--- config.mk ---
export PLATFORM = sky130hd
export DESIGN_NAME = sbs2bin
export DESIGN_NICKNAME = d
export VERILOG_FILES = /design/src/rtl/sc_pkg.sv /design/src/rtl/sbs_popcount.sv /design/src/rtl/sbs2bin.sv
export SDC_FILE = /design/constraint.sdc
export NUM_CORES = 1
export LEC_CHECK = 0
export ABC_AREA = 1
export ABC_CLOCK_PERIOD_IN_PS = 10000
export CAP_MARGIN = 20
export CELL_PAD_IN_SITES_DETAIL_PLACEMENT = 0
export CELL_PAD_IN_SITES_GLOBAL_PLACEMENT = 1
export CORE_MARGIN = 5
export CORE_UTILIZATION = 39
export DETAILED_ROUTE_END_ITERATION = 6
export PLACE_DENSITY_LB_ADDON = 0.1
export REMOVE_ABC_BUFFERS = 1
export SLEW_MARGIN = 20
export SYNTH_ARGS = -nofsm -noshare
export SYNTH_HDL_FRONTEND = slang
export SYNTH_SLANG_ARGS = --single-unit
--- constraint.sdc ---
create_clock -name clk -period 10 [get_ports clk]
set_input_delay 2 -clock clk [delete_from_list [all_inputs] [get_ports clk]]
set_output_delay 2 -clock clk [all_outputs]
set_load 0.02 [all_outputs]
--- src/rtl/sc_pkg.sv ---
// Shared definitions for the stochastic-computing datapath: decoder state
// encoding, chunk-count helper and the default bitstream length.
package sc_pkg;

   localparam int SC_BSL = 255;

   typedef enum logic [1:0] {
      IDLE  = 2'd0,
      COUNT = 2'd1,
      HOLD  = 2'd2
   } sbs2bin_state_t;

   // Number of chunk-sized slices needed to cover a bsl-bit stream.
   function automatic int sc_num_chunks(input int bsl, input int chunk);
      return (bsl + chunk - 1) / chunk;
   endfunction

endpackage

--- src/rtl/sbs_popcount.sv ---
// Combinational population count of one chunk of a stochastic bitstream.
module sbs_popcount #(
   parameter int chunk = 8
) (
   input  logic [chunk-1:0]           bits,
   output logic [$clog2(chunk+1)-1:0] count
);

   localparam int pop_width = $clog2(chunk + 1);

   always_comb begin
      count = '0;
      for (int i = 0; i < chunk; i++) begin
         count = count + pop_width'(bits[i]);
      end
   end

endmodule

--- src/rtl/sbs2bin.sv ---
// Stochastic bitstream to binary decoder: captures a whole bitstream, counts
// its ones one chunk per cycle and returns the total over valid/ready.
module sbs2bin
   import sc_pkg::*;
#(
   parameter int bsl       = SC_BSL,
   parameter int chunk     = 8,
   parameter int cnt_width = $clog2(bsl + 1)
) (
   input  logic                 clk,
   input  logic                 rst,
   input  logic                 in_valid,
   output logic                 in_ready,
   input  logic [bsl-1:0]       a_sbs,
   output logic                 out_valid,
   input  logic                 out_ready,
   output logic [cnt_width-1:0] a,
   output logic                 busy
);

   localparam int n_chunks   = sc_num_chunks(bsl, chunk);
   localparam int idx_width  = (n_chunks > 1) ? $clog2(n_chunks) : 1;
   localparam int pop_width  = $clog2(chunk + 1);
   localparam int full_width = n_chunks * chunk;

   sbs2bin_state_t          state_reg;
   sbs2bin_state_t          state_next;
   logic [full_width-1:0]   sbs_reg;
   logic [full_width-1:0]   sbs_padded;
   logic [idx_width-1:0]    idx_reg;
   logic [cnt_width-1:0]    acc_reg;
   logic [cnt_width-1:0]    acc_sum;
   logic [cnt_width-1:0]    a_reg;
   logic                    out_valid_reg;
   logic [chunk-1:0]        chunk_words [n_chunks];
   logic [chunk-1:0]        chunk_sel;
   logic [pop_width-1:0]    chunk_ones;
   logic                    accept;
   logic                    last_chunk;
   logic                    take;

   // Bits beyond bsl in the final chunk are held at zero so they never count.
   always_comb begin
      sbs_padded          = '0;
      sbs_padded[bsl-1:0] = a_sbs;
   end

   generate
      for (genvar gi = 0; gi < n_chunks; gi++) begin : g_chunk
         assign chunk_words[gi] = sbs_reg[gi*chunk +: chunk];
      end
   endgenerate

   assign chunk_sel = chunk_words[idx_reg];

   sbs_popcount #(
      .chunk(chunk)
   ) u_popcount (
      .bits (chunk_sel),
      .count(chunk_ones)
   );

   assign acc_sum    = acc_reg + cnt_width'(chunk_ones);
   assign last_chunk = (idx_reg == idx_width'(n_chunks - 1));
   assign accept     = (state_reg == IDLE) && in_valid;
   assign take       = out_valid_reg && out_ready;

   always_ff @(posedge clk) begin
      if (rst) begin
         state_reg <= IDLE;
      end else begin
         state_reg <= state_next;
      end
   end

   always_comb begin
      state_next = state_reg;
      case (state_reg)
         IDLE:    if (in_valid)   state_next = COUNT;
         COUNT:   if (last_chunk) state_next = HOLD;
         HOLD:    if (out_ready)  state_next = IDLE;
         default:                 state_next = IDLE;
      endcase
   end

   always_comb begin
      in_ready = 1'b0;
      busy     = 1'b0;
      case (state_reg)
         IDLE:    in_ready = 1'b1;
         COUNT:   busy     = 1'b1;
         HOLD:    busy     = 1'b1;
         default: in_ready = 1'b0;
      endcase
   end

   // The capture register needs no reset: it is only read after an accept.
   always_ff @(posedge clk) begin
      if (accept) begin
         sbs_reg <= sbs_padded;
      end
   end

   always_ff @(posedge clk) begin
      if (rst) begin
         acc_reg       <= '0;
         idx_reg       <= '0;
         a_reg         <= '0;
         out_valid_reg <= 1'b0;
      end else begin
         if (accept) begin
            acc_reg <= '0;
            idx_reg <= '0;
         end
         if (state_reg == COUNT) begin
            acc_reg <= acc_sum;
            idx_reg <= idx_reg + idx_width'(1);
            if (last_chunk) begin
               a_reg         <= acc_sum;
               out_valid_reg <= 1'b1;
            end
         end
         if (take) begin
            out_valid_reg <= 1'b0;
         end
      end
   end

   assign a         = a_reg;
   assign out_valid = out_valid_reg;

endmodule

Figure 1. Where the registers sit.
Scale: 1.5 px per um. Other sequential cells in the stronger grey, the rest of the logic in the fainter grey.
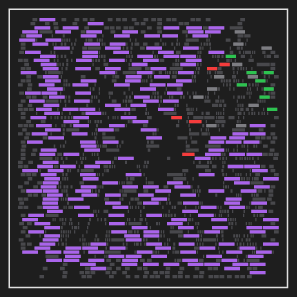
- green: a (sequential cells 8; where top right)
- purple: sbs_reg (sequential cells 255; where widely spread)
- red: idx_reg (sequential cells 5)
- not coloured: 11
post-layout util: 51.9%
Seq power: 1.71 mW

Figure 2. Routing congestion map.
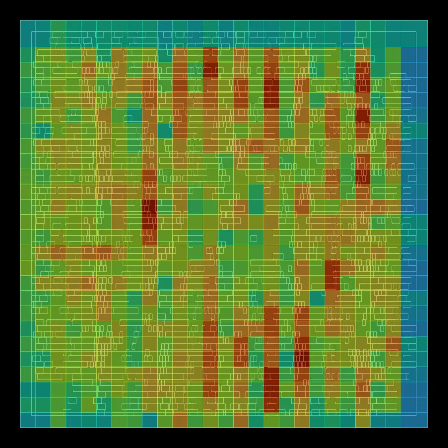
met2 usage: 29.7%
GR Util met1: 23.9%
GR Util All Layers: 17.7%

Figure 3. Ports around the boundary.
Scale: 1.5 px per um. Pins as bars across the die edge, other pins in grey.
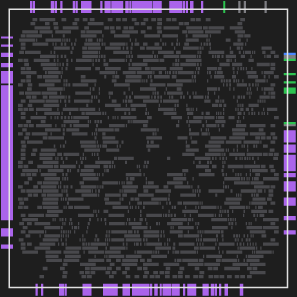
- green: a (pins 8; direction output; edge 7 right, 1 top)
- purple: a_sbs (pins 255; direction input; edge 84 left, 73 bottom, 65 top, 33 right)
- blue: out_ready (pins 1; direction input; edge right)
die height: 185 um
Die Width: 185 um

==> results.json <==
{
  "synthCells": 1082,
  "post_cts_buffers": 0,
  "p_seq_share_pct": 42.9,
  "peakVddDrop_mv": 0.170,
  "clockBufferCount": 39,
  "min_period_ns": 6.15,
  "comb_cells": 672,
  "grt_pass1_vias": 8475,
  "edf_count": 255,
  "fp_util_pct": 39.2,
  "worst_clock_skew_ns": 0.0152,
  "final_layout_top_logic_cells": "nand2_1 (368), clkdlybuf4s50_1 (269), edfxtp_1 (255)",
  "netlist_area_um2": 11900,
  "status": "completed",
  "final_area_um2": 15800,
  "most_common_cell": "nand2_1",
  "async_reset_ff_share_pct": 0,
  "p_leak_nw": 6.06,
  "dr_wl_met2_mm": 14.9,
  "clk_share_pct": 6.16,
  "chipArea_um2": 34100,
  "startpoint": "idx_reg[0]",
  "cts_resized": 0,
  "avgRoutedWirePerCell_um": 17.7,
  "inverters_excl_clock": 73,
  "worst_slack_ns": 3.85,
  "path_clk_slew_ns": 0.05,
  "finalPower_mw": 3.98,
  "slew_violations": 0,
  "min_from": "a[0]",
  "ys_seq_share_pct": 68.5,
  "grt-ovfl-total": 0,
  "pre_cts_ws_ns": 3.71,
  "fin_setup_tns_ns": 0,
  "cp-start-kind": "flip-flop",
  "power.share.clock_pct": 27.5,
  "logic_area_um2": 3110,
  "cp_common_cell": "nand2_1",
  "biggestCellCategory": "registers",
  "fp-row-count": 64,
  "placed_cells": 1698,
  "seq_share_pct": 51.7,
  "slew_headroom_pct": 36.4,
  "synthDistinctLibCells": 31,
  "reg2reg_slack_ns": 3.85,
  "yosys.area.top_type": "edfxtp_1",
  "finalSetupViolations": 0,
  "flop_cell": "edfxtp_1",
  "power_frac_comb_pct": 29.6,
  "clk_latency_ns": 0.56,
  "drtPass1Iterations": 4,
  "timing.rr.start": "idx_reg[0]",
  "drive_above_1_share_pct": 4.78,
  "drt_iter0_drc": 581,
  "rr_worst_depth": 23,
  "worst_pin_slew_ns": 0.951,
  "worstHoldPathType": "reg -> reg",
  "synthTopCellsByArea": "edfxtp_1 (64%), nand2_1 (12%), nand3_1 (7.2%), dfxtp_1 (4.0%), inv_1 (2.2%)",
  "syn_avg_cell_area_um2": 11.0,
  "numSynthFlops": 279,
  "cts_max_level": 1,
  "cp_cell_sequence": "inv_4, buf_4, nand2_1, nand2_1, nand2_1, nand2_1, nand2_1, nand3_1, nand3_1, nand2_1, ha_1, fa_1, inv_1, fa_1, fa_1, fa_1, fa_1, nand3b_1, nand2_1, nand3_1, and2_1, o21ai_0, inv_1",
  "yosys-top-cells-count": "nand2_1 (368), edfxtp_1 (255), nand3_1 (170), inv_1 (70), nor2_1 (38)",
  "final_cells": 1756,
  "whs_ns": 0.463,
  "layout.nets": 1611,
  "critical_path_required_ns": 10.44,
  "top_layer": "met5",
  "cts_buffer_depth": 3,
  "fill_cells": 2729,
  "cp-endpoint": "a[6]",
  "criticalPathCategory": "reg -> reg",
  "signal_buffers": 278,
  "remaining_drc_errors": 0,
  "num_tap_cells": 396,
  "totalWireLength_mm": 31.1,
  "comb_area_share_pct": 19.7,
  "area_growth_pct": 32.6,
  "rsz0062_at_grt": "no",
  "layout_top_cell": "nand2_1",
  "switchingPower_mw": 1.29,
  "met3_length_mm": 1.97,
  "yosysTopAreaCellShare_pct": 64.4,
  "coreArea_um2": 30300,
  "dp.final_hpwl_mm": 19.9,
  "antenna_found_initial": 4
}
Figure 4. Wiring by layer.
Scale: 2 px per um.
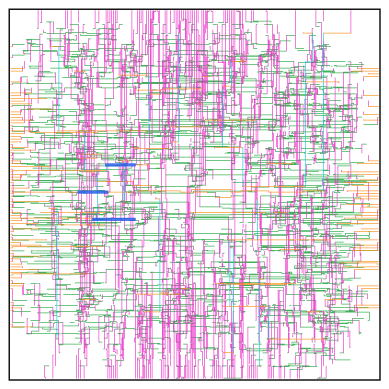
- green: M1 (wire length 13500 um)
- magenta: M2 (wire length 14900 um)
- blue: M5 (wire length 47.8 um)
- cyan: M4 (wire length 720 um)
- orange: M3 (wire length 1970 um)

Figure 5. I/O nets highlighted.
Scale: 2 px per um.
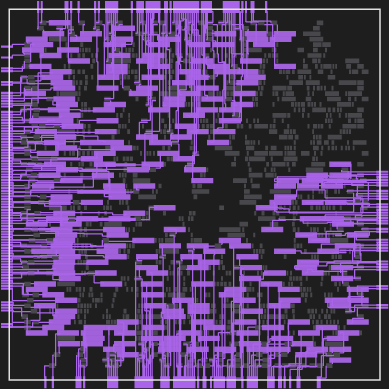
- purple: a_sbs (bits 255; direction input; edge 84 left, 73 bottom, 65 top, 33 right; end cells 255; buffers 255; wire 9510 um)
port buffer count: 269
IO Count: 270

-- cell families (layout without fill, tap and decap cells) --
group | count (synthesis) | after routing | synth area share, %
AND-OR/OR-AND | 60 | 60 | 2.94
XOR/XNOR | 4 | 4 | 0.295
adder cells (fa/ha/maj) | 17 | 17 | 2.11
buffers and inverters | 131 | 408 | 5.40
flip-flops | 279 | 279 | 68.5
other | 0 | 1 | 0
AND/OR/NAND/NOR | 591 | 591 | 20.8
-- power by group through the flow --
stage / registers [mW] / clock network (mW) / logic (mW)
floorplan: 1.79 / 0 / 0.797
global placement: 1.73 / 0 / 1.20
detailed placement: 1.73 / 0 / 1.20
CTS: 1.71 / 1.13 / 1.21
global route: 1.74 / 1.17 / 1.35
finish: 1.71 / 1.09 / 1.18
No activity file was given, so power comes from the tool's default toggle rates.
